**src/rtl/intr_stim_pkg.sv**
```systemverilog
// Shared encodings and helpers for the interrupt stimulus generator.
package intr_stim_pkg;

  typedef enum logic [1:0] {
    MODE_ONESHOT  = 2'd0,
    MODE_PERIODIC = 2'd1,
    MODE_RANDOM   = 2'd2,
    MODE_ACK      = 2'd3
  } mode_e;

  typedef enum logic [1:0] {
    ST_IDLE   = 2'd0,
    ST_WAIT   = 2'd1,
    ST_ASSERT = 2'd2,
    ST_DONE   = 2'd3
  } state_e;

  // Galois taps for x^32 + x^22 + x^2 + x + 1 (right-shifting form).
  localparam logic [31:0] LFSR_TAPS   = 32'h80200003;
  // Golden-ratio constant used to spread the base seed across channels.
  localparam logic [31:0] SEED_SPREAD = 32'h9E3779B9;

  function automatic logic [31:0] lfsr_next(input logic [31:0] s);
    return {1'b0, s[31:1]} ^ (s[0] ? LFSR_TAPS : 32'h0);
  endfunction

  // An all-zero state would lock the LFSR, so it is replaced by 1.
  function automatic logic [31:0] ch_seed(input logic [31:0] base, input int unsigned ch);
    logic [31:0] s;
    s = base ^ (32'(ch) * SEED_SPREAD);
    return (s == 32'h0) ? 32'h1 : s;
  endfunction

endpackage

```
**src/rtl/intr_stim_ch.sv**
```systemverilog
// One interrupt stimulus channel: free-running LFSR, delay/hold counter and FSM.
module intr_stim_ch
  import intr_stim_pkg::*;
#(
  parameter int unsigned CNT_W     = 16,
  parameter int unsigned DLY_MIN   = 10,
  parameter int unsigned SPAN_LOG2 = 7,
  parameter int unsigned HOLD_CYC  = 80,
  parameter int unsigned PERIOD    = 200,
  parameter logic [31:0] CH_SEED   = 32'h00003039
) (
  input  logic       clk_i,
  input  logic       rst_ni,
  input  logic       enable_i,
  input  logic [1:0] mode_i,
  input  logic       ack_i,
  output logic       intr_o,
  output logic       fire_o,
  output logic       busy_o
);

  localparam logic [31:0] SpanMask =
      (SPAN_LOG2 >= 32) ? 32'hFFFF_FFFF : ((32'd1 << SPAN_LOG2) - 32'd1);
  localparam logic [CNT_W-1:0] DlyLd  = CNT_W'(DLY_MIN);
  localparam logic [CNT_W-1:0] HoldLd = CNT_W'(HOLD_CYC - 1);
  localparam logic [CNT_W-1:0] PerLd  = CNT_W'(PERIOD);

  state_e           state_q, state_d;
  mode_e            mode_q, mode_d;
  logic [CNT_W-1:0] cnt_q, cnt_d;
  logic [31:0]      lfsr_q, lfsr_d;
  logic             intr_q, intr_d;
  logic [CNT_W-1:0] rand_dly;

  assign rand_dly = DlyLd + CNT_W'(lfsr_q & SpanMask);

  // Next-state: LFSR always advances; enable low parks the channel in IDLE.
  always_comb begin
    lfsr_d  = lfsr_next(lfsr_q);
    state_d = state_q;
    mode_d  = mode_q;
    cnt_d   = cnt_q;
    intr_d  = intr_q;
    fire_o  = 1'b0;
    if (!enable_i) begin
      state_d = ST_IDLE;
      intr_d  = 1'b0;
    end else begin
      unique case (state_q)
        ST_IDLE: begin
          mode_d  = mode_e'(mode_i);
          state_d = ST_WAIT;
          cnt_d   = (mode_e'(mode_i) == MODE_PERIODIC) ? DlyLd : rand_dly;
        end
        ST_WAIT: begin
          if (cnt_q == '0) begin
            state_d = ST_ASSERT;
            intr_d  = 1'b1;
            cnt_d   = HoldLd;
            fire_o  = 1'b1;
          end else begin
            cnt_d = cnt_q - 1'b1;
          end
        end
        ST_ASSERT: begin
          if (mode_q == MODE_ACK) begin
            if (ack_i) begin
              intr_d  = 1'b0;
              state_d = ST_WAIT;
              cnt_d   = rand_dly;
            end
          end else if (cnt_q == '0) begin
            intr_d = 1'b0;
            if (mode_q == MODE_ONESHOT) begin
              state_d = ST_DONE;
            end else if (mode_q == MODE_PERIODIC) begin
              state_d = ST_WAIT;
              cnt_d   = PerLd;
            end else begin
              state_d = ST_WAIT;
              cnt_d   = rand_dly;
            end
          end else begin
            cnt_d = cnt_q - 1'b1;
          end
        end
        ST_DONE: state_d = ST_DONE;
        default: state_d = ST_IDLE;
      endcase
    end
  end

  // State registers; reset clears the line asynchronously.
  always_ff @(posedge clk_i or negedge rst_ni) begin
    if (!rst_ni) begin
      state_q <= ST_IDLE;
      mode_q  <= MODE_ONESHOT;
      cnt_q   <= '0;
      lfsr_q  <= CH_SEED;
      intr_q  <= 1'b0;
    end else begin
      state_q <= state_d;
      mode_q  <= mode_d;
      cnt_q   <= cnt_d;
      lfsr_q  <= lfsr_d;
      intr_q  <= intr_d;
    end
  end

  assign intr_o = intr_q;
  assign busy_o = (state_q == ST_WAIT) || (state_q == ST_ASSERT);

endmodule

```
**src/rtl/intr_stim_gen.sv**
```systemverilog
// Multi-channel external-interrupt stimulus generator with a shared fire counter.
module intr_stim_gen
  import intr_stim_pkg::*;
#(
  parameter int unsigned NUM_CH    = 2,
  parameter int unsigned CNT_W     = 16,
  parameter int unsigned DLY_MIN   = 10,
  parameter int unsigned SPAN_LOG2 = 7,
  parameter int unsigned HOLD_CYC  = 80,
  parameter int unsigned PERIOD    = 200,
  parameter logic [31:0] SEED      = 32'h00003039
) (
  input  logic              clk,
  input  logic              resetn,
  input  logic              enable,
  input  logic [1:0]        mode,
  input  logic [NUM_CH-1:0] intr_ack,
  output logic [NUM_CH-1:0] ext_intr,
  output logic [7:0]        fire_cnt,
  output logic              busy
);

  localparam longint unsigned DlyMax =
      64'(DLY_MIN) + (64'd1 << SPAN_LOG2) - 64'd1;
  localparam longint unsigned CntMax = (64'd1 << CNT_W) - 64'd1;

  if (NUM_CH < 1 || NUM_CH > 8) begin : g_bad_num_ch
    $error("intr_stim_gen: NUM_CH must be in 1..8");
  end
  if (DlyMax > CntMax) begin : g_bad_dly
    $error("intr_stim_gen: DLY_MIN + 2**SPAN_LOG2 - 1 does not fit in CNT_W");
  end
  if (HOLD_CYC < 1 || 64'(HOLD_CYC) > CntMax + 64'd1) begin : g_bad_hold
    $error("intr_stim_gen: HOLD_CYC must be >= 1 and fit in CNT_W");
  end
  if (64'(PERIOD) > CntMax) begin : g_bad_period
    $error("intr_stim_gen: PERIOD does not fit in CNT_W");
  end

  logic [NUM_CH-1:0] ch_fire;
  logic [NUM_CH-1:0] ch_busy;
  logic [7:0]        fire_cnt_q, fire_cnt_d;
  logic [8:0]        fire_sum;

  for (genvar k = 0; k < NUM_CH; k++) begin : g_ch
    intr_stim_ch #(
      .CNT_W    (CNT_W),
      .DLY_MIN  (DLY_MIN),
      .SPAN_LOG2(SPAN_LOG2),
      .HOLD_CYC (HOLD_CYC),
      .PERIOD   (PERIOD),
      .CH_SEED  (ch_seed(SEED, k))
    ) u_ch (
      .clk_i   (clk),
      .rst_ni  (resetn),
      .enable_i(enable),
      .mode_i  (mode),
      .ack_i   (intr_ack[k]),
      .intr_o  (ext_intr[k]),
      .fire_o  (ch_fire[k]),
      .busy_o  (ch_busy[k])
    );
  end

  // Add this cycle's new rises to the running total, clamping at 8'hFF.
  always_comb begin
    fire_sum = {1'b0, fire_cnt_q};
    for (int k = 0; k < NUM_CH; k++) begin
      fire_sum = fire_sum + 9'(ch_fire[k]);
    end
    fire_cnt_d = fire_sum[8] ? 8'hFF : fire_sum[7:0];
  end

  // Fire counter register.
  always_ff @(posedge clk or negedge resetn) begin
    if (!resetn) begin
      fire_cnt_q <= 8'h00;
    end else begin
      fire_cnt_q <= fire_cnt_d;
    end
  end

  assign fire_cnt = fire_cnt_q;
  assign busy     = |ch_busy;

endmodule

```
**config.mk**
```make
export PLATFORM = sky130hd
export DESIGN_NAME = intr_stim_gen
export DESIGN_NICKNAME = d
export VERILOG_FILES = /design/src/rtl/intr_stim_pkg.sv /design/src/rtl/intr_stim_ch.sv /design/src/rtl/intr_stim_gen.sv
export SDC_FILE = /design/constraint.sdc
export NUM_CORES = 1
export LEC_CHECK = 0
export ABC_AREA = 1
export CORE_AREA = 3 3 130 132
export DETAILED_ROUTE_END_ITERATION = 8
export DIE_AREA = 0 0 133 135
export PLACE_DENSITY = 0.6
export SYNTH_ARGS = -nofsm -noshare
export SYNTH_HDL_FRONTEND = slang
export SYNTH_SLANG_ARGS = --single-unit
```
**constraint.sdc**
```tcl
create_clock -name clk -period 2.9 [get_ports clk]
set_input_delay 0.87 -clock clk [delete_from_list [all_inputs] [get_ports clk]]
set_output_delay 0.87 -clock clk [all_outputs]
set_load 0.05 [all_outputs]
```
**Run 1: the metal 1 layer**

Scale bar: 50 um. Supply wires on this layer in gray.
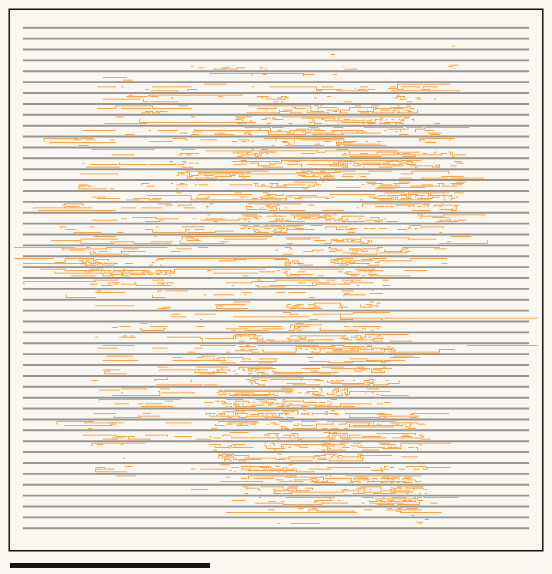
The layer holds 49% of the routed length. The longest straight run is 49.2 um.

**Run 1: met2 routing**

Scale bar: 50 um.
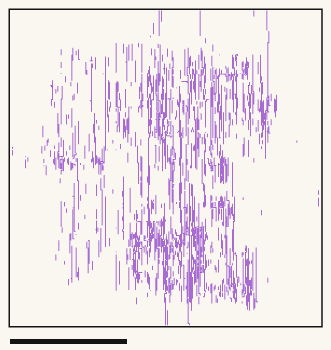
556 nets have wire on it. The wires run mostly vertical.

**Run 1: M3 wires**

Cells faint in the background.
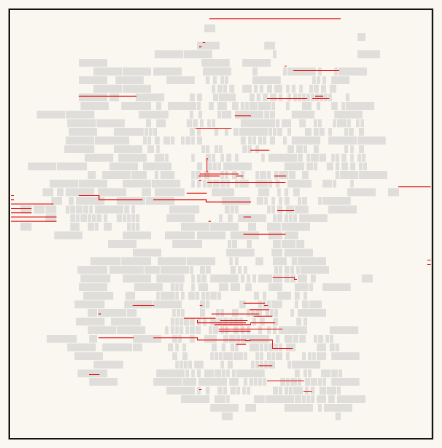
The layer carries 527 um of wire. 41 nets have wire on it. The layer holds 4.6% of the routed length. The longest straight run is 41.2 um. The wires run mostly horizontal.
WL final: 11500 um
Vias: 4127

==> impl_metrics.yaml, run 1 <==
# yosys + openroad results
setup_path:
  r2r_slack_ns: 0.28
  max_stage_delay_ns: 0.47
  required_ns: 2.03
  cp.depth: 5
  cp-end-kind: "output pin"
  crit_path_max_fanout: 7
  reg2reg_from: "g_ch[1].u_ch.cnt_q[0]"
  crit_slowest_cell: "ha_1"
  worstPathArrival_ns: 1.93
  crit_end: "busy"
  cpMostUsedCell: "inv_1"
  r2r_end: "fire_cnt[1]"
  crit_chain: "inv_1 > ha_1 > inv_1 > nand2_1 > buf_12"
  crit_type: "reg -> out"
cells_and_area:
  logic_gate_count: 427
  lay_top_cells: "nand2_1, dfrtp_1, nor2_1"
  final_util_pct: 41.3
  inv_count: 71
  mi_logic_area_um2: 2270
  num-clock-buffers: 19
  flops: 114
  area_delta_synth_final_pct: 19.5
  largest_register_ffs: 64
  seq_area_um2: 2880
  clockNetworkAreaShare_pct: 9.59
  sh_comb_area_pct: 34.7
  fillers: 1545
  nonClkBufAreaFrac_pct: 3.48
yosys:
  syn_nets: 645
  synthCells: 623
  area_leaders: "dfrtp_1, nand2_1, dfstp_2"
  synth_flop_count: 114
  ys_sh_aoi_pct: 7.00
  muxShareOfSynthArea_pct: 0
  ff_type: "dfrtp_1"
  synthArstFlopShare_pct: 100
  ys_sh_xor_pct: 5.08
  synth-edff-count: 0
  ys_cells: 623
  synth-simple-area-share_pct: 25.6
  adder_share_pct: 3.57
  synth.distinct_cells: 41
  ys_seq_share_pct: 52.6
  ys_top_cells_by_count: "nand2_1, dfrtp_1, nor2_1"
  ys_warn_count: 0
  synth.avg_cell_area_um2: 8.78
flow_run:
  warnings: 36
floorplanning:
  boundaryPins: 18
  fp-row-count: 46
  floorplanUtilization_pct: 34.6
  fp.dieH_um: 135
  die_width_um: 133
  core_area_um2: 15800
drt:
  drc: 0
  met1_length_um: 5650
  wl_met2_um: 5020
  dr.pass1.iters: 5
  dr_wl_met3_um: 527
  viasPerCell: 4.68
  top_layer_used: "met4"
  drt.antenna.violating_nets: 0
power_and_ir_drop:
  p_seq_share_pct: 30.7
  pwr-share-comb_pct: 36.0
  power_mw: 6.55
  p_int_mw: 3.98
  pg_clk_mw: 2.18
  powerDensity_nw_per_um2: 1000
  power.share.clock_pct: 33.3
  power.leakage_nw: 3.25
  pg_seq_mw: 2.01
clocking:
  clockRootBuffer: "clkbuf_16"
  cts_made_buffers: 17
  htreeDepth: 4
  cts_num_sinks: 114
  clk_path_buf_depth: 2
  clk_pin_slew_ns: 0.05
global_route:
  use_met2_pct: 19.8
  overflow: 0
  top_usage_layer: "met2"
  grt_pass1_vias: 4005
  met3_usage_pct: 3.73
  grt_start_max_net_pins: 115
final_timing:
  finClkSkew_ns: 0.00687
  rsz0062_at_grt: "no"
  worst_pin_slew_ns: 0.604
  slew_viol_final: 0
  min_period_ns: 2.80
  setup_slack_ns: 0.0966
  post-route-period-util_pct: 96.7
  hold_violations: 0
placed_design:
  gp_congestion: 0.868
  placed_cells: 850
  place_area_um2: 5900
  hpwl_um: 7920
  io_buffers: 17
  dp_slack_ns: 0.0359
worst_hold_path:
  min_to: "g_ch[1].u_ch.lfsr_q[23]"
outcome:
  status: "completed"
==> run 2: changes to the inputs <==
- HOLD_SLACK_MARGIN: not set -> 0.02
**Run 2: M3 wires**

Cells faint in the background.
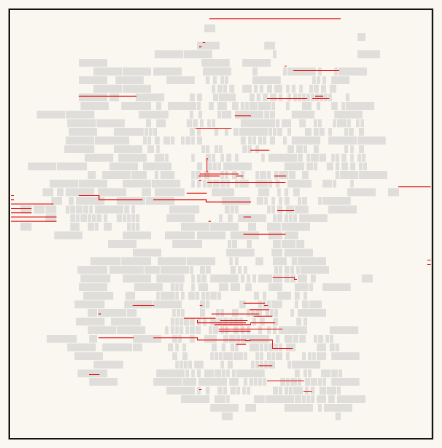
The layer carries 527 um of wire. 41 nets have wire on it.
M3 GR Usage: 3.73%

==> impl_metrics.yaml, run 2 <==
# yosys + openroad results
yosys:
  synthArstFlopShare_pct: 100
  ys_sh_aoi_pct: 7.00
  area_leaders: "dfrtp_1, nand2_1, dfstp_2"
  adder_share_pct: 3.57
  ys_sh_xor_pct: 5.08
  muxShareOfSynthArea_pct: 0
  synth-edff-count: 0
  synth-simple-area-share_pct: 25.6
  synth.avg_cell_area_um2: 8.78
  ys_top_cells_by_count: "nand2_1, dfrtp_1, nor2_1"
  syn_nets: 645
  ys_seq_share_pct: 52.6
  synthCells: 623
  synth_flop_count: 114
cells_and_area:
  lay_top_cells: "nand2_1, dfrtp_1, nor2_1"
  seq_area_um2: 2880
  flops: 114
  num-clock-buffers: 19
  inv_count: 71
  mi_logic_area_um2: 2270
  fillers: 1545
  nonClkBufAreaFrac_pct: 3.48
  final_util_pct: 41.3
  largest_register_ffs: 64
  area_delta_synth_final_pct: 19.5
  logic_gate_count: 427
drt:
  met1_length_um: 5650
  wl_met2_um: 5020
  drt.antenna.violating_nets: 0
  top_layer_used: "met4"
  dr_wl_met3_um: 527
setup_path:
  cp.depth: 5
  cp-end-kind: "output pin"
  required_ns: 2.03
  max_stage_delay_ns: 0.47
  r2r_end: "fire_cnt[1]"
  reg2reg_from: "g_ch[1].u_ch.cnt_q[0]"
  crit_type: "reg -> out"
  r2r_slack_ns: 0.28
  crit_end: "busy"
  crit_path_max_fanout: 7
  cpMostUsedCell: "inv_1"
  worstPathArrival_ns: 1.93
power_and_ir_drop:
  power.share.clock_pct: 33.3
  power.leakage_nw: 3.25
  powerDensity_nw_per_um2: 1000
  p_seq_share_pct: 30.7
  pwr-share-comb_pct: 36.0
  pg_clk_mw: 2.18
  p_int_mw: 3.98
  power_mw: 6.55
  pg_seq_mw: 2.01
final_timing:
  rsz0062_at_grt: "no"
  finClkSkew_ns: 0.00687
  hold_violations: 0
  setup_slack_ns: 0.0966
  slew_viol_final: 0
  min_period_ns: 2.80
  post-route-period-util_pct: 96.7
floorplanning:
  fp-row-count: 46
  fp.dieH_um: 135
  die_width_um: 133
  floorplanUtilization_pct: 34.6
placed_design:
  io_buffers: 17
  dp_slack_ns: 0.0359
clocking:
  clk_path_buf_depth: 2
  cts_made_buffers: 17
  htreeDepth: 4
  cts_num_sinks: 114
  clockRootBuffer: "clkbuf_16"
  clk_pin_slew_ns: 0.05
global_route:
  grt_start_max_net_pins: 115
  overflow: 0
flow_run:
  warnings: 36
worst_hold_path:
  min_to: "g_ch[1].u_ch.lfsr_q[23]"
outcome:
  status: "completed"
**Run 2: congestion heat map**

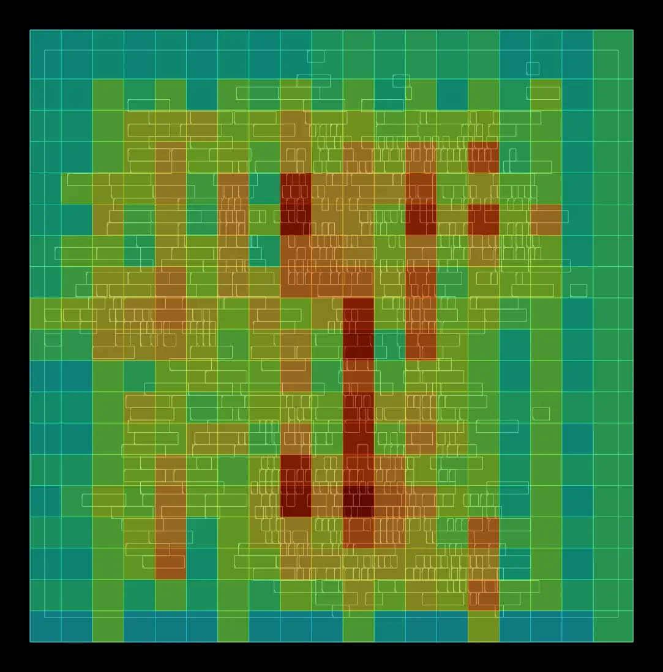
Global Route met2 Usage: 19.8%
wire per inst: 13.1 um
gr busiest metal: met2

**Run 2: met2 routing**

Scale bar: 50 um.
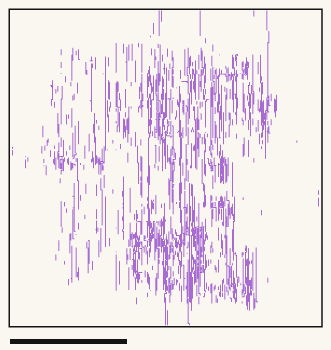

==> run 3: changes to the inputs <==
- PLACE_DENSITY: 0.6 -> 0.57
**Run 3: met2 routing**

Scale bar: 50 um.
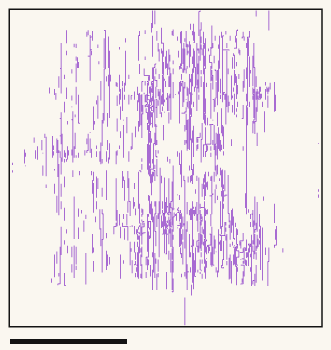
The layer carries 4910 um of wire. The wires run mostly vertical. The layer holds 42% of the routed length. The longest straight run is 46.2 um.

==> impl_metrics.yaml, run 3 <==
# yosys + openroad results
power_and_ir_drop:
  p_seq_share_pct: 31.7
  pwr-share-comb_pct: 36.9
  power_mw: 6.36
  pg_clk_mw: 2.00
  power.leakage_nw: 3.23
  p_int_mw: 3.82
  power.share.clock_pct: 31.4
  powerDensity_nw_per_um2: 980
final_timing:
  finClkSkew_ns: 0.00536
  post-route-period-util_pct: 96.3
  hold_violations: 0
  slew_viol_final: 0
  setup_slack_ns: 0.106
  min_period_ns: 2.79
  worst_pin_slew_ns: 0.608
cells_and_area:
  num-clock-buffers: 20
  flops: 114
  clockNetworkAreaShare_pct: 8.83
  fillers: 1565
  logic_gate_count: 427
  sh_comb_area_pct: 35.0
  seq_area_um2: 2880
  lay_top_cells: "nand2_1, dfrtp_1, nor2_1"
  largest_register_ffs: 64
  mi_logic_area_um2: 2270
floorplanning:
  core_area_um2: 15800
  fp-row-count: 46
  floorplanUtilization_pct: 34.6
  die_width_um: 133
drt:
  avgRoutedWirePerCell_um: 13.1
  met1_length_um: 5860
  dr_wl_met3_um: 520
  wl_met2_um: 4910
  wl_um: 11600
  drc: 0
  drt.antenna.violating_nets: 0
  dr.pass1.iters: 5
  top_layer_used: "met4"
setup_path:
  r2r_slack_ns: 0.26
  r2r_end: "fire_cnt[6]"
  worstPathArrival_ns: 1.92
  max_stage_delay_ns: 0.42
  crit_type: "reg -> out"
  required_ns: 2.03
  cpMostUsedCell: "inv_1"
  cp.depth: 5
  crit_slowest_cell: "dfrtp_1"
  crit_chain: "inv_1 > ha_1 > inv_1 > nand2_1 > buf_12"
placed_design:
  gp_congestion: 0.900
  place_area_um2: 5900
  dp_slack_ns: -0.0407
  hpwl_um: 8210
  placed_cells: 851
yosys:
  synthArstFlopShare_pct: 100
  ys_cells: 623
  ys_seq_share_pct: 52.6
  area_leaders: "dfrtp_1, nand2_1, dfstp_2"
  synth.distinct_cells: 41
  syn_nets: 645
  ff_type: "dfrtp_1"
  ys_warn_count: 0
  synth-simple-area-share_pct: 25.6
  ys_sh_xor_pct: 5.08
  adder_share_pct: 3.57
global_route:
  overflow: 0
  grt_start_max_net_pins: 49
clocking:
  cts_num_sinks: 114
  htreeDepth: 4
  clk_pin_slew_ns: 0.06
  cts_made_buffers: 17
outcome:
  status: "completed"
**Run 3: congestion heat map**

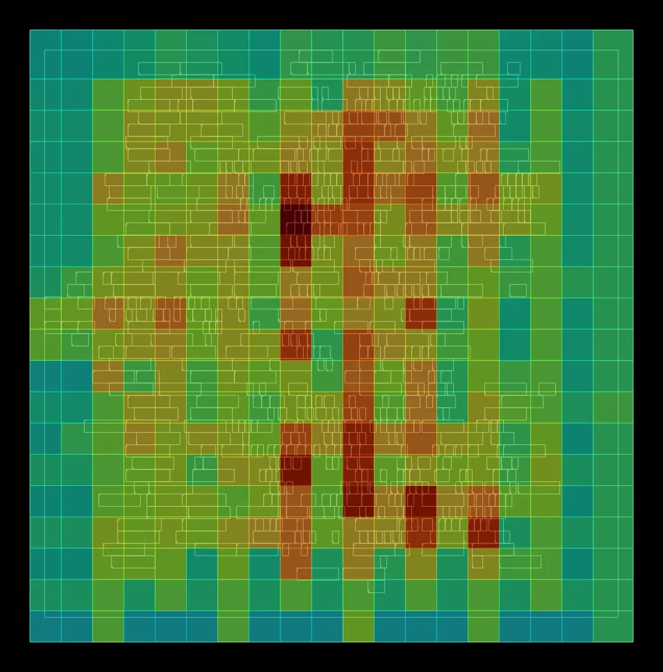
Global Route met2 Usage: 20.5%
GRT Total Usage: 14.1%

Power is estimated from default activity; no workload was simulated.
